==> config.mk <==
export PLATFORM = sky130hd
export DESIGN_NAME = oitf_tagq_flat
export DESIGN_NICKNAME = d
export VERILOG_FILES = /design/src/rtl/oitf_tagq_if.sv /design/src/rtl/oitf_tagq.sv /design/src/flat_wrapper.sv
export SDC_FILE = /design/constraint.sdc
export NUM_CORES = 1
export LEC_CHECK = 0
export ABC_AREA = 1
export CAP_MARGIN = 15
export CORE_UTILIZATION = 53
export DETAILED_ROUTE_END_ITERATION = 10
export PLACE_DENSITY_LB_ADDON = 0.3
export SETUP_SLACK_MARGIN = 0.2
export SLEW_MARGIN = 20
export SYNTH_ARGS = -nofsm -noshare
export SYNTH_HDL_FRONTEND = slang
export SYNTH_SLANG_ARGS = --single-unit
==> constraint.sdc <==
create_clock -name i_clk -period 3.6 [get_ports i_clk]
set_input_delay 0.72 -clock i_clk [delete_from_list [all_inputs] [get_ports i_clk]]
set_output_delay 0.72 -clock i_clk [all_outputs]
set_load 0.1 [all_outputs]
Fig. 1: cell outlines without signal wires
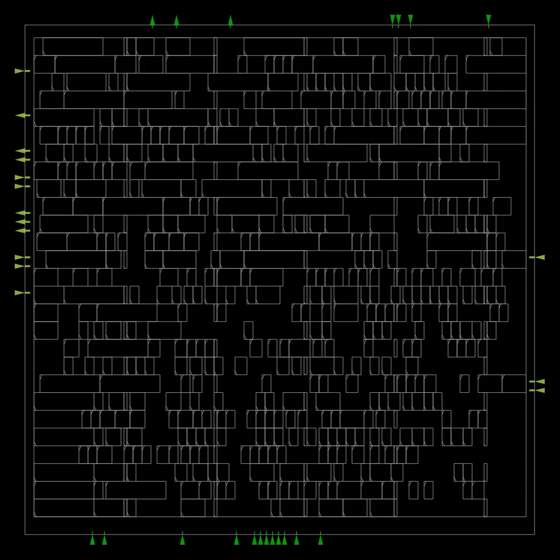
Tapcell Cnt: 72
final core occ: 0.644
core box area: 0.00554 mm2
sequential share of cell area: 0.274

Fig. 2: selected gate families
The bar under the picture is 20 um long.
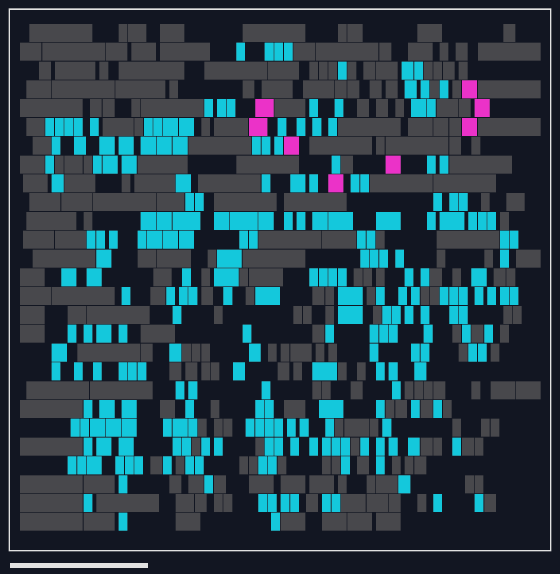
| family | color | cells | most used |
|---|---|---|---|
| nand cells | cyan | 238 | nand2_1 |
| and/or cells | magenta | 8 | and2_1 |
Comb area share: 0.506
Top cell excl fill/tap: nand2_1
Final Non-Filler Cells: 575

Fig. 3: wires at chosen ports, followed through buffers
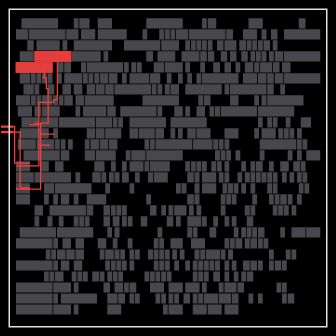
| port | color | bits | direction | end cells | wire |
|---|---|---|---|---|---|
| `bus_disp_tag` | red | 2 | output | 2 | 126 um |
PortBufs: 33
I/O pin cnt: 34

Fig. 4: cell area per tile
8 x 8 tiles, from black (low) to pale yellow (high), 0 to 100% covered.
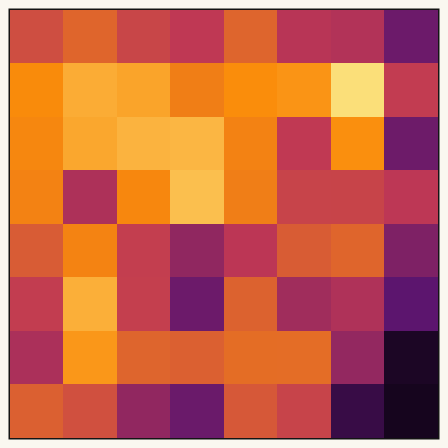
emptiest ninth of the die: lower right
fullest tile: 93%
tiles over 75% full: 19%
mean over tiles: 57%
Starting Density: 0.554

==> CHANGELOG.md <==
## Implementation

- Status: finished, final reports clean
- Synth Seq Share: 0.318
- YS chip area: 0.00307 mm2
- Clk root buf: clkbuf_8
- Pre-antenna DRT Iters: 5
- Routed WL: 8890 um
- FMAX: 305 MHz
- Final setup fails: 0
- Endpoints failing hold: 0
- CP endpoint kind: output pin
- Largest area contributor in the synthesized netlist: dfrtp_1
- Ant. Diodes: 0
- Required @ worst endpoint: 2880 ps
- Peak supply drop: 0.000811 V
- CTS H-Tree Depth: 2
- Top layer reached by signal wires: met4
- Initial antenna violation count: 0
- Leak: 0.00192 uW
- Cell count after synthesis: 468
- Metal3 WL: 748 um
- First-pass GRT wire length: 14500 um
- Top cells by area: dfrtp_1 32%, nand2_1 22%, nor2_1 6.5%, nand4_1 5.9%, inv_1 4.2%
- Worst clock skew: 12.0 ps
- # rows: 27
- Clock sinks: 39
- PwrDens: 823 mW/mm2
- HP Class: reg -> reg
- Top cells excl fill/tap: 181 x nand2_1, 53 x nor2_1, 38 x dfrtp_1
- Slew margin rel.: 0.347
- Area Overhead vs Synth: 16.2%
- Die height: 78.1 um
- Post-synth EDFFs: 0
- Total CTS buffers: 5
- Antenna Violating Nets Remaining: 0
- Dominant register cell: dfrtp_1
- CP arrival: 2560 ps
- Post-synthesis async set-or-reset flop share: 1.00
- YS warnings: 0
- Worst reg2reg path depth: 12
- R2R Setup Slk: 880 ps
- Die X: 78.1 um
- Slew @ Worst Pin: 977 ps
- Vias/cell: 5.53
- Max reg flops: 20
- Avg Cell Area, Syn: 6.56 um2
- DRC Markers: 0
- Routed vias: 3182
- Total die area: 0.00610 mm2
- GRT overflow: 0
- CTS clock-pin slew for the worst setup and hold paths: 80 ps
- Final net count: 537
- Final setup TNS: 0 ps
- Starting DRT DRC Count: 328
- Distinct lib cells used: 33
- Max-cap viol count: 0
- Routability Congestion: 0.939
- Layout cells sized above 1: 0.121
- Nets at Floorplan: 503
- Max clock buf depth: 2
- CP max FO: 27
- DP HPWL: 7040 um
- Synth top area share: 0.318
- Met1 WL: 4070 um
- #FFs+latches synth: 39
- All-layer global routing usage: 0.313
- Synth Cell Area: 0.00307 mm2
- Fin crit period: 3280 ps
- Late-Pin Clk Latency: 290 ps
- Met2 routed WL: 3960 um
- TritonCTS clock tree: yes
- Number of global-route vias before repair: 2958
- Post-CTS setup buffer count: 0
- Tool warning count: 32
- Largest net degree at the start of global routing: 40
- Final slew viol count: 0
- Critical path class: in -> out
- Average routed wire per standard cell: 15.5 um
- Crit share post-route: 0.912
- RSZ-0062 raised after global routing: false
- Worst Hold Depth: 2
- Startpoint types: input port
- Yosys Instances: 468
-- kinds of logic (layout without fill, tap and decap cells) --
| group | count (synthesis) | count (layout) | synth area share |
|---|---|---|---|
| xor+xnor | 7 | 7 | 0.0200 |
| flops | 39 | 39 | 0.318 |
| fa+ha+maj | 10 | 10 | 0.0432 |
| buf+inv | 64 | 99 | 0.0994 |
| simple gates | 305 | 305 | 0.446 |
| compound gates | 43 | 43 | 0.0733 |
-- per-stage QoR --
step | instances | power [uW] | hold slack [ps] | area [um2] | setup slack, ps
floorplan | 468 | 2130 | 424 | 3090 | 203
global placement | 567 | 2580 | 460 | 3460 | 263
detailed placement | 567 | 2610 | 472 | 3460 | 224
CTS | 575 | 2910 | 494 | 3540 | 233
global route | 575 | 3170 | 505 | 3570 | 216
finish | 575 | 2940 | 499 | 3570 | 317
-- critical path, cell delays in order --
cell and delay, ps:
clkdlybuf4s50_1 510, inv_1 170, nand2_1 70, nand2_1 70, nor2_1 50, nand3_1 120
nand3_1 130, nand2_2 100, nand2_4 70, nor3_4 170, buf_12 200, buf_12 180
-- routing by layer --
layer / vias to the layer above / GRT usage
met5: - / 0
met4: 0 / 0.0741
met3: 10 / 0.0453
met2: 159 / 0.484
met1: 1450 / 0.460
li1: 1563 / -
-- Yosys cell counts, types with 2 or more instances --
cell / count
buf_6: 7
nand3_2: 10
and3_2: 2
a21oi_1: 5
nand2_1: 181
inv_4: 3
nand2_2: 6
clkbuf_1: 2
dfrtp_1: 39
nand3_1: 10
and3_1: 2
ha_1: 9
nand2_4: 2
inv_1: 34
nor2_1: 53
buf_2: 2
xor2_1: 6
o21ai_0: 15
nor3_1: 4
o21ai_1: 19
and2_1: 4
nand4_1: 29
inv_2: 13
o22ai_1: 2
-- what timing repair did --
| action | 4_1_cts | 5_1_grt |
|---|---|---|
| endpoints found under the hold margin | 0 | 0 |
| hold buffers | 0 | 0 |
| gates resized | 0 | 7 |
| setup endpoints to repair | 0 | 1 |
-- layout make-up --
type	instances	area, um2
multi-input combinational	365	1810
tap	72	90.1
clock buffer	6	72.6
sequential	39	977
timing repair buffer	39	405
clock inverter	2	12.5
fill	505	1970
inverter	52	204
-- power by group --
| part | internal, uW | total (uW) | switching (uW) |
|---|---|---|---|
| sequential | 654 | 977 | 323 |
| clock | 135 | 290 | 154 |
| combinational | 547 | 1670 | 1120 |
No activity file was given, so power comes from the tool's default toggle rates.
